Figure 1. Placement density heat map (run 1).
Bar = 50 µm. 17 x 17 tiles, from dark blue (low) to red (high), 0 to 100% covered.
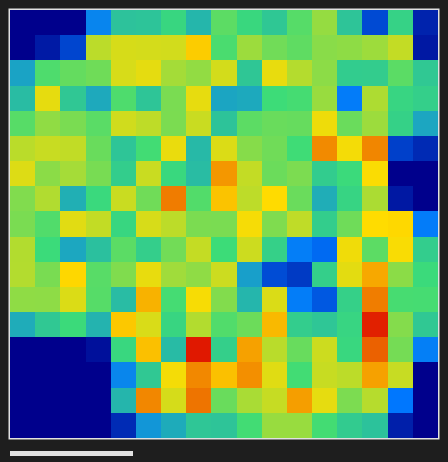
Figure 2. Wire density map (run 1).
Bar = 50 µm. 35 x 35 tiles, from dark blue (low) to red (high), scaled to the fullest tile. Values are wire area over tile area, all layers added.
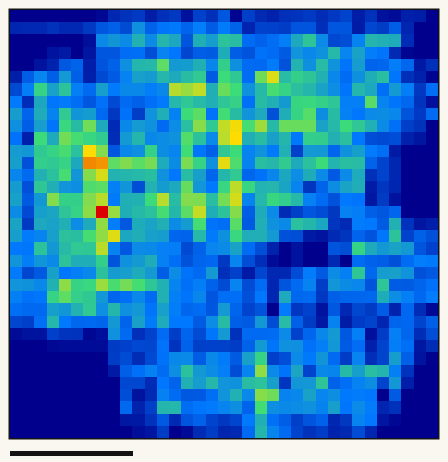
Figure 3. Routing congestion map (run 1).
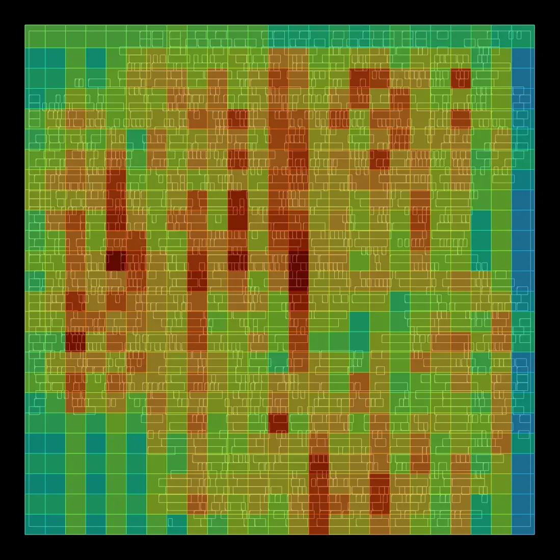
$ cat src/rtl/fetch_decode_stage.sv
// Fetch stage with a 2-entry skid queue and the fetch-to-decode register.
// Optional perf counters are enabled with `define FETCH_PERF_CNT_EN.
module fetch_decode_stage #(
    parameter int                    DATA_WIDTH = 32,
    parameter logic [DATA_WIDTH-1:0] RESET_PC   = 32'hBFC00000,
    parameter logic [DATA_WIDTH-1:0] NOP_INSTR  = 32'h00000013
) (
    input  logic                  clk,
    input  logic                  rst,
    input  logic                  StallD_i,
    input  logic                  FlushD_i,
    input  logic [DATA_WIDTH-1:0] PCTargetE_i,
    output logic                  ImemReqF_o,
    output logic [DATA_WIDTH-1:0] PCF_o,
    input  logic [DATA_WIDTH-1:0] InstrF_i,
    output logic [DATA_WIDTH-1:0] InstrD_o,
    output logic [DATA_WIDTH-1:0] PCD_o,
    output logic [DATA_WIDTH-1:0] PCPlus4D_o,
    output logic                  ValidD_o
`ifdef FETCH_PERF_CNT_EN
    ,
    output logic [31:0]           StallCntD_o,
    output logic [31:0]           FlushCntF_o
`endif
);

    localparam logic [DATA_WIDTH-1:0] PC_STEP = DATA_WIDTH'(4);

    logic [DATA_WIDTH-1:0] r_pcf;
    logic                  r_inf_v;
    logic [DATA_WIDTH-1:0] r_inf_pc;

    logic [DATA_WIDTH-1:0] r_q_instr [2];
    logic [DATA_WIDTH-1:0] r_q_pc    [2];
    logic [1:0]            r_cnt;
    logic                  r_rp;
    logic                  r_wp;

    logic [DATA_WIDTH-1:0] r_instr_d;
    logic [DATA_WIDTH-1:0] r_pc_d;
    logic [DATA_WIDTH-1:0] r_pcp4_d;
    logic                  r_valid_d;

    logic                  w_dload;
    logic                  w_qpop;
    logic                  w_bypass;
    logic                  w_push;
    logic                  w_pop;
    logic [2:0]            w_occ;
    logic                  w_issue;
    logic [DATA_WIDTH-1:0] w_src_instr;
    logic [DATA_WIDTH-1:0] w_src_pc;

    // Queue/bypass steering and the issue rule that keeps a slot free for every response
    always_comb begin
        w_dload     = !StallD_i || !r_valid_d;
        w_qpop      = w_dload && (r_cnt != 2'd0);
        w_bypass    = w_dload && (r_cnt == 2'd0) && r_inf_v;
        w_push      = r_inf_v && !w_bypass;
        w_pop       = w_qpop || w_bypass;
        w_occ       = {1'b0, r_cnt} + {2'b00, r_inf_v} - {2'b00, w_pop};
        w_issue     = !rst && !FlushD_i && (w_occ < 3'd2);
        w_src_instr = r_qpop_sel_instr();
        w_src_pc    = r_qpop_sel_pc();
    end

    function automatic logic [DATA_WIDTH-1:0] r_qpop_sel_instr();
        return (r_cnt != 2'd0) ? r_q_instr[r_rp] : InstrF_i;
    endfunction

    function automatic logic [DATA_WIDTH-1:0] r_qpop_sel_pc();
        return (r_cnt != 2'd0) ? r_q_pc[r_rp] : r_inf_pc;
    endfunction

    // PC and in-flight request tracking; a flush redirects with bit 0 cleared
    always_ff @(posedge clk) begin
        if (rst) begin
            r_pcf    <= RESET_PC;
            r_inf_v  <= 1'b0;
            r_inf_pc <= '0;
        end else if (FlushD_i) begin
            r_pcf   <= {PCTargetE_i[DATA_WIDTH-1:1], 1'b0};
            r_inf_v <= 1'b0;
        end else if (w_issue) begin
            r_inf_v  <= 1'b1;
            r_inf_pc <= r_pcf;
            r_pcf    <= r_pcf + PC_STEP;
        end else begin
            r_inf_v <= 1'b0;
        end
    end

    // Skid queue: responses not taken by the bypass are parked here in order
    always_ff @(posedge clk) begin
        if (rst || FlushD_i) begin
            r_cnt <= 2'd0;
            r_rp  <= 1'b0;
            r_wp  <= 1'b0;
        end else begin
            if (w_push) begin
                r_q_instr[r_wp] <= InstrF_i;
                r_q_pc[r_wp]    <= r_inf_pc;
                r_wp            <= ~r_wp;
            end
            if (w_qpop) begin
                r_rp <= ~r_rp;
            end
            r_cnt <= r_cnt + {1'b0, w_push} - {1'b0, w_qpop};
        end
    end

    // Decode register: load queue head, bypassed response, or a bubble
    always_ff @(posedge clk) begin
        if (rst) begin
            r_instr_d <= NOP_INSTR;
            r_pc_d    <= '0;
            r_pcp4_d  <= '0;
            r_valid_d <= 1'b0;
        end else if (FlushD_i) begin
            r_instr_d <= NOP_INSTR;
            r_valid_d <= 1'b0;
        end else if (w_dload) begin
            if (w_pop) begin
                r_instr_d <= w_src_instr;
                r_pc_d    <= w_src_pc;
                r_pcp4_d  <= w_src_pc + PC_STEP;
                r_valid_d <= 1'b1;
            end else begin
                r_instr_d <= NOP_INSTR;
                r_valid_d <= 1'b0;
            end
        end
    end

`ifdef FETCH_PERF_CNT_EN
    logic [31:0] r_stall_cnt;
    logic [31:0] r_flush_cnt;

    // Cycles a real instruction sits stalled, and redirect count
    always_ff @(posedge clk) begin
        if (rst) begin
            r_stall_cnt <= '0;
            r_flush_cnt <= '0;
        end else begin
            if (StallD_i && r_valid_d) begin
                r_stall_cnt <= r_stall_cnt + 32'd1;
            end
            if (FlushD_i) begin
                r_flush_cnt <= r_flush_cnt + 32'd1;
            end
        end
    end

    assign StallCntD_o = r_stall_cnt;
    assign FlushCntF_o = r_flush_cnt;
`endif

    assign ImemReqF_o = w_issue;
    assign PCF_o      = r_pcf;
    assign InstrD_o   = r_instr_d;
    assign PCD_o      = r_pc_d;
    assign PCPlus4D_o = r_pcp4_d;
    assign ValidD_o   = r_valid_d;

endmodule

$ cat config.mk
export PLATFORM = sky130hd
export DESIGN_NAME = fetch_decode_stage
export DESIGN_NICKNAME = d
export VERILOG_FILES = /design/src/rtl/fetch_decode_stage.sv
export SDC_FILE = /design/constraint.sdc
export NUM_CORES = 1
export LEC_CHECK = 0
export ABC_AREA = 1
export CAP_MARGIN = 20
export CELL_PAD_IN_SITES_DETAIL_PLACEMENT = 0
export CELL_PAD_IN_SITES_GLOBAL_PLACEMENT = 1
export CORE_UTILIZATION = 43
export DETAILED_ROUTE_END_ITERATION = 6
export GPL_TIMING_DRIVEN = 1
export PLACE_DENSITY = 0.87
export RECOVER_POWER = 50
export SKIP_CTS_REPAIR_TIMING = 1
export SYNTH_ARGS = -nofsm -noshare
export SYNTH_HDL_FRONTEND = slang
export SYNTH_SLANG_ARGS = --single-unit
$ cat constraint.sdc
create_clock -name clk -period 17.3 [get_ports clk]
set_input_delay 2.595 -clock clk [delete_from_list [all_inputs] [get_ports clk]]
set_output_delay 2.595 -clock clk [all_outputs]
set_load 0.03 [all_outputs]
==> design notes, run 1 <==
Capture instance of the worst register-to-register path: PCF_o[7]. The run gives 0.0301 mm² as the total die size. The run finished, with violations left. With the number of max-cap violations at 2, the final net count is 1730. The largest individual stage delay along the critical path comes from the cell a21oi_1. The met3 capacity usage during global routing came out at 3.05%. The final reports fail on capacitance limit, slew limit.

The share of total power in combinational logic is 12.1%, and the cell count after synthesis is 1498. The register-to-register setup slack was 10.36 ns; the number of flip-flops in the largest register was 64. The finished layout holds 2064 standard cells, fillers aside. The initial utilization of the core area, before any placement, comes to 43.9%. For the post-route setup TNS, the log shows 0 ns.

For the via count of the first global-routing pass, the log shows 10300. STA lists the startpoint of the worst hold path as r_rp. The final timing report counts setup violations totalling 0.

On the final layout, the worst hold slack is 0.440 ns. Yosys instantiated no cell more often than nand2_1. The critical path crosses 12 cells after its start point. The data required time of the worst path was 14.70 ns; the portion of the post-synthesis area used by sequential elements was 55.6%.

Main kind of combinational logic by area: simple AND/OR/NAND/NOR gates. The final-report max-slew violation count is 106. The instance area after placement was 0.0147 mm². The layout stage reports a final design area of 0.0157 mm².

Ranked by total area, the top cell class in this layout is sequential cells. Per the skew report, the later register of the worst-skew pair sees a clock latency of 0.55 ns. The tree is rooted in a clkbuf_16.

In this design, the largest share of critical-path delay is due to AND-OR/OR-AND gates. Largest power group: sequential cells. Count of warning messages emitted by the tools: 27. The critical path's most frequent cell is inv_1. Cell count after placement: 2007. The first global-routing pass estimated 54.6 mm of wire.
## Picture notes: Figure 1
nearly empty tiles: 8.7%
fullest tile: 97%
tiles over 75% full: 9.3%
mean over tiles: 51%
emptiest ninth of the die: lower left

## Picture notes: Figure 2
tiles over half the peak: 6.4%
mean over tiles: 0.18
densest ninth of the die: middle left
emptiest ninth of the die: lower left
fullest tile: 0.73

## Picture notes: Figure 3
global routing's busiest layer: met2
global routing met2 resource utilization: 38.1%
met1 demand-to-capacity share in global routing: 30.5%
core utilization of the finished layout: 54.5%
total routing usage reported by global routing: 22.6%

==> run 2, diff against run 1 <==
--- a/config.mk
+++ b/config.mk
@@ -9,10 +9,10 @@
 export CAP_MARGIN = 20
 export CELL_PAD_IN_SITES_DETAIL_PLACEMENT = 0
 export CELL_PAD_IN_SITES_GLOBAL_PLACEMENT = 1
-export CORE_UTILIZATION = 43
+export CORE_UTILIZATION = 36
 export DETAILED_ROUTE_END_ITERATION = 6
 export GPL_TIMING_DRIVEN = 1
-export PLACE_DENSITY = 0.87
+export PLACE_DENSITY = 0.77
 export RECOVER_POWER = 50
 export SKIP_CTS_REPAIR_TIMING = 1
 export SYNTH_ARGS = -nofsm -noshare
==> constraint.sdc (replaced) <==
create_clock -name clk -period 9.05 [get_ports clk]
set_input_delay 1.3575 -clock clk [delete_from_list [all_inputs] [get_ports clk]]
set_output_delay 1.3575 -clock clk [all_outputs]
set_load 0.03 [all_outputs]
==> design notes, run 2 <==
The run finished, with violations left. The checks that failed: capacitance limit, slew limit. The critical path is of the in2out type. The routed layout has 10700 vias. All stages included, the depth of the critical timing path comes to 14. Summed over all instances, the cell type with the most area after synthesis is edfxtp_1. The tools report the root buffer selected by CTS as clkbuf_16. The number of antenna diodes in the final layout is 0. The leakage power figure came out at 0.00624 µW. The script computed a power per unit cell area of 197 mW/mm².

The final report lists the setup-violating endpoint count as 0. After detailed routing, the total wire length is 35.8 mm. The placement stage leaves a total instance area of 0.0148 mm². Global route summary, busiest routing layer listed as met2. Across the whole layout, multi-input logic makes up 30.9% of the cell area. For the data required time of the worst path, the log shows 7.69 ns. Per the synthesis report, the AND-OR/OR-AND share of the synthesized area is 12.2%.

The die extent in x is 189 µm, and the number of buffers on the longest clock path is 3. In this run the mean area of a mapped cell was 8.43 µm². The final-report max-slew violation count was 68. The logs give 4.12 ns for the register-to-register setup slack and 2 for the H-tree depth.

Counting every instance in the synthesized netlist gives 1498. For reference, the top cells by area after synthesis are edfxtp_1 (30%), dfxtp_1 (26%), nand2_1 (14%). Across every metal layer, demand over resource in global routing totals 20.1%. The power report lists the clock group at 1320 µW. Per the timing report, the most critical flop-to-flop path originates at r_cnt[1].

With fillers left out, the area of the finished cells amounts to 0.0159 mm². STA lists the startpoint of the worst hold path as r_rp. The share of the Yosys chip area taken by registers is 55.6%.

Setup repair after global routing left no endpoint under its margin. OpenROAD emitted warnings numbering 27. Summed over all failing endpoints, the final setup total negative slack is 0 ns.

For the well tap count, the log shows 455. Most common cell in the netlist: nand2_1. The warning tally printed by Yosys for this design is 0. Among all flip-flop cells after synthesis, the most frequent one is dfxtp_1.

The cell count after placement is 2080, and the initial core utilization is 36.6%. In this run switching power makes up 26.1% of total power. Looking at the group totals, the largest power group turns out to be sequential cells. The largest contributor to cell area by class is sequential cells.

For the worst reg-to-reg path, the endpoint reported by OpenROAD is PCF_o[7]. In the final layout, the clock buffer count is 46. The clock reaches the later pin of the worst-skew pair after 0.51 ns.

The async set-reset flop share out of synthesis came out at 0%. Master of the slowest instance on the critical path: clkdlybuf4s50_1. Number of max-cap violations: 2. The top cell family by delay on the critical path is buffers and inverters. The largest net degree at the start of global routing was 70; the share of total power in combinational logic was 11.6%.

After Yosys synthesis, full adders, half adders and majority gates account for 0.654% of the synthesized area. The number of antenna violations at the first check in global routing was 0; the number of cells in the yosys synthesis report was 1498. The register with the most flip-flops in the layout has 64 of them. The sum of overflow across all layers after global routing came out at 0. The run gives 0.0126 ns for the maximum clock skew at final layout.

The synthesis run identifies the leading combinational cell family as simple AND/OR/NAND/NOR gates. The number of standard cells in the final layout excluding fillers was 2141. The clock slew at the register clock pins of the worst setup and hold paths came out at 0.06 ns. Hold timing on the final database bottoms out at a slack of 0.443 ns. The tools report the via count of the first global-routing pass as 10100.

Counting flops per register, the top entry is r_q_instr. The first global-routing pass estimated 56.6 mm of wire. Per report_power, the Sequential row totals 1450 µW. The final layout contains 1735 nets. The critical path buffer and inverter count came out at 7. Registers take 0.00703 mm².

Sequential cells burn 46.4% of the power. Area of the synthesized netlist per yosys stat: 0.0126 mm². The timing report shows the most common cell along the critical path to be buf_4. Total die size: 0.0358 mm².
Figure 4. Routing congestion map (run 2).
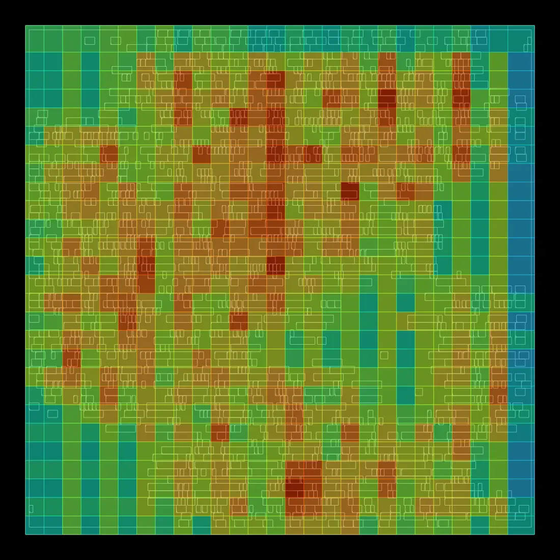
met1 demand-to-capacity share in global routing: 28.4%
average wire length per cell after detail routing: 16.7 µm
core utilization of the finished layout: 46.0%
met3 track demand over resource in global routing: 2.85%
global routing met2 resource utilization: 32.3%

Figure 5. Placed cells, one colour a class (run 2).
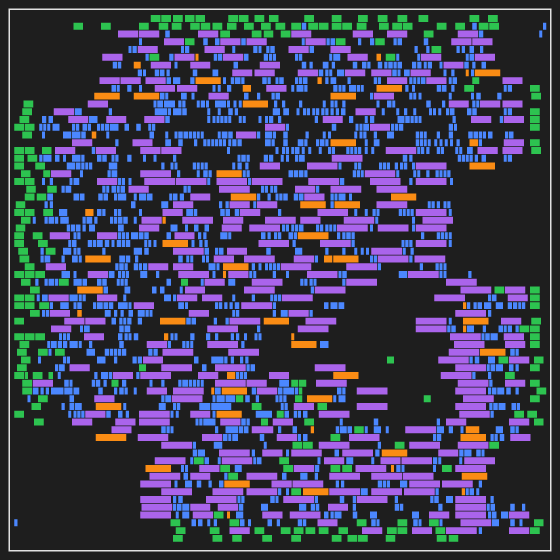
[remaining buffers and delay cells] green | cells: 208 | share of their area: 13%
[registers] purple | cells: 288 | share of their area: 46%
[remaining logic cells] blue | cells: 1129 | share of their area: 34%
[clock drivers and dummy loads] orange | cells: 61 | share of their area: 7.0%

Figure 6. Placement density heat map (run 2).
Bar = 50 µm. 19 x 19 tiles, from dark blue (low) to red (high), 0 to 100% covered.
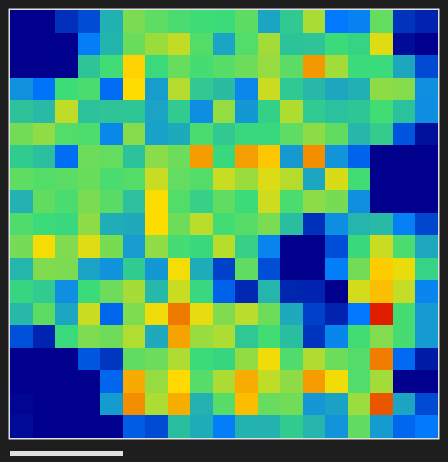
densest ninth of the die: bottom centre
tiles over 75% full: 6.1%
nearly empty tiles: 11%
fullest tile: 97%

==> run 3, diff against run 2 <==
--- a/config.mk
+++ b/config.mk
@@ -9,10 +9,10 @@
 export CAP_MARGIN = 20
 export CELL_PAD_IN_SITES_DETAIL_PLACEMENT = 0
 export CELL_PAD_IN_SITES_GLOBAL_PLACEMENT = 1
-export CORE_UTILIZATION = 36
+export CORE_UTILIZATION = 40
 export DETAILED_ROUTE_END_ITERATION = 6
 export GPL_TIMING_DRIVEN = 1
-export PLACE_DENSITY = 0.77
+export PLACE_DENSITY = 0.81
 export RECOVER_POWER = 50
 export SKIP_CTS_REPAIR_TIMING = 1
 export SYNTH_ARGS = -nofsm -noshare
==> constraint.sdc (replaced) <==
create_clock -name clk -period 6.4 [get_ports clk]
set_input_delay 0.96 -clock clk [delete_from_list [all_inputs] [get_ports clk]]
set_output_delay 0.96 -clock clk [all_outputs]
set_load 0.03 [all_outputs]
==> design notes, run 3 <==
The clock network consumes a total of 1920 µW. The run finished, with violations left. Largest power group: sequential cells. In the post-synthesis netlist, the biggest area contributors are edfxtp_1 (30%), dfxtp_1 (26%), nand2_1 (14%). The busiest metal layer after global routing is met2.

Cell count after synthesis: 1498. The checks that failed: DRC, capacitance limit, slew limit. The H-tree depth is 2. The number of max-cap violations is 3, and the detail-routed net length per standard cell is 16.9 µm. For reference, the clock transition at the flip-flops on the worst setup and hold paths is 0.05 ns. Looking at the reg2reg group, the worst path starts from r_cnt[1].

Counting flops per register, the top entry is r_q_instr. The number of placed instances, taps included, is 2020. Post-synthesis, Yosys gives the total cell area as 0.0126 mm².

The capture instance of the worst register-to-register path is PCPlus4D_o[11]. The tree is rooted in a clkbuf_16. The register with the most flip-flops in the layout has 64 of them. Well tap count: 396.

The final antenna diode tally reported by the flow is 0. The dominant register cell was dfxtp_1. The tools report the count of vias placed by the detailed router as 10700. The logs give 55.6% for the portion of the post-synthesis area used by sequential elements and 137 for the final-report max-slew violation count. Summed over all instances, the cell type with the most area after synthesis is edfxtp_1.

Finished layout cell area: 0.0159 mm². For this run, global-route usage on met1 was measured as 30.3%. Among all cell types in the netlist, the one instantiated most often is nand2_1.

The tools report the total DRC errors in the routed layout as 14. With the worst-case hold slack at 0.453 ns, the power density over the cells is 282 mW/mm². The top cell family by delay on the critical path was buffers and inverters. Entering global routing, the biggest net connects 106 pins. Adding up every negative setup slack in the final design gives 0 ns. The tools report the origin of the worst min-delay path as r_inf_pc[31]. The overall track demand over capacity in global routing came out at 21.9%.

The run gives 0% for the async set-reset flop share out of synthesis.
Figure 7. Routing congestion map (run 3).
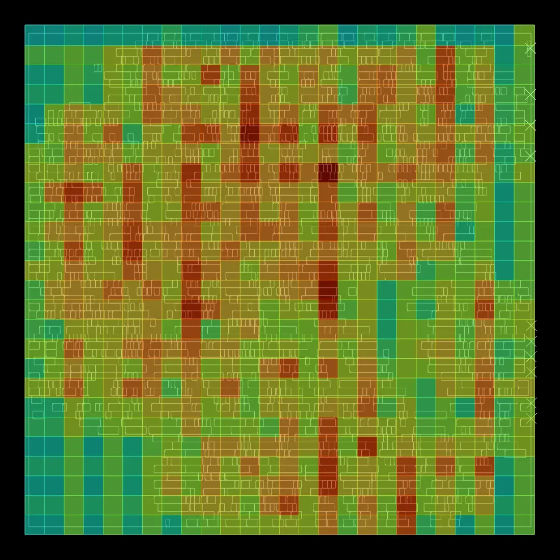
met3 track demand over resource in global routing: 3.24%
core utilization of the finished layout: 51.7%

Figure 8. Sizing map (run 3).
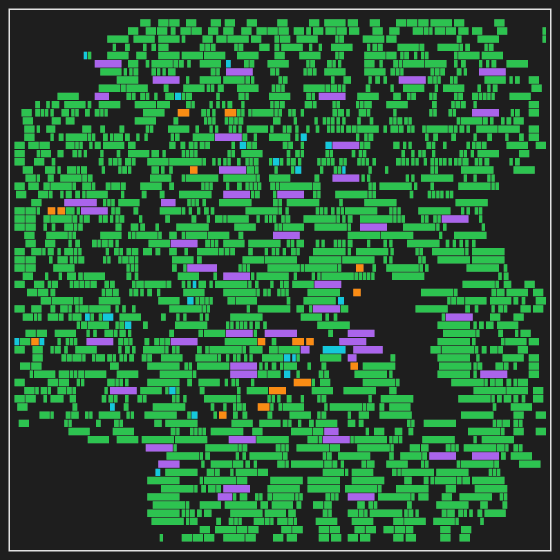
[x1 and smaller] green | cells: 1596 | share: 95%
[x3 and x4] orange | cells: 16 | share: 0.95%
[x2] cyan | cells: 25 | share: 1.5%
[x6 and larger] purple | cells: 49 | share: 2.9%

Figure 9. Placed cells, one colour a class (run 3).
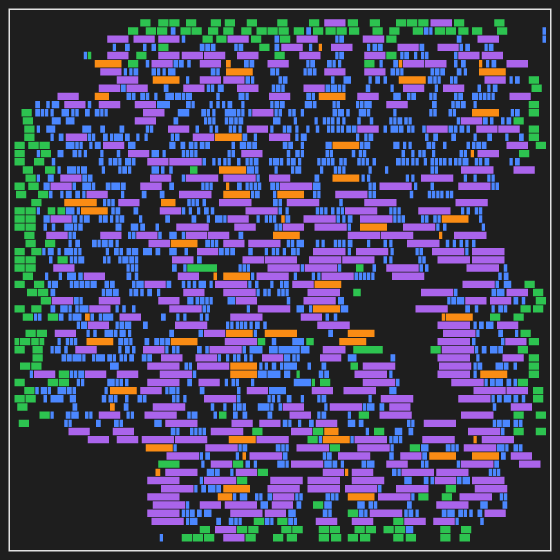
[clock drivers and dummy loads] orange | cells: 60 | share of their area: 7.3%
[remaining logic cells] blue | cells: 1129 | share of their area: 34%
[remaining buffers and delay cells] green | cells: 209 | share of their area: 14%
[registers] purple | cells: 288 | share of their area: 46%

Power and IR drop assume default switching activity.
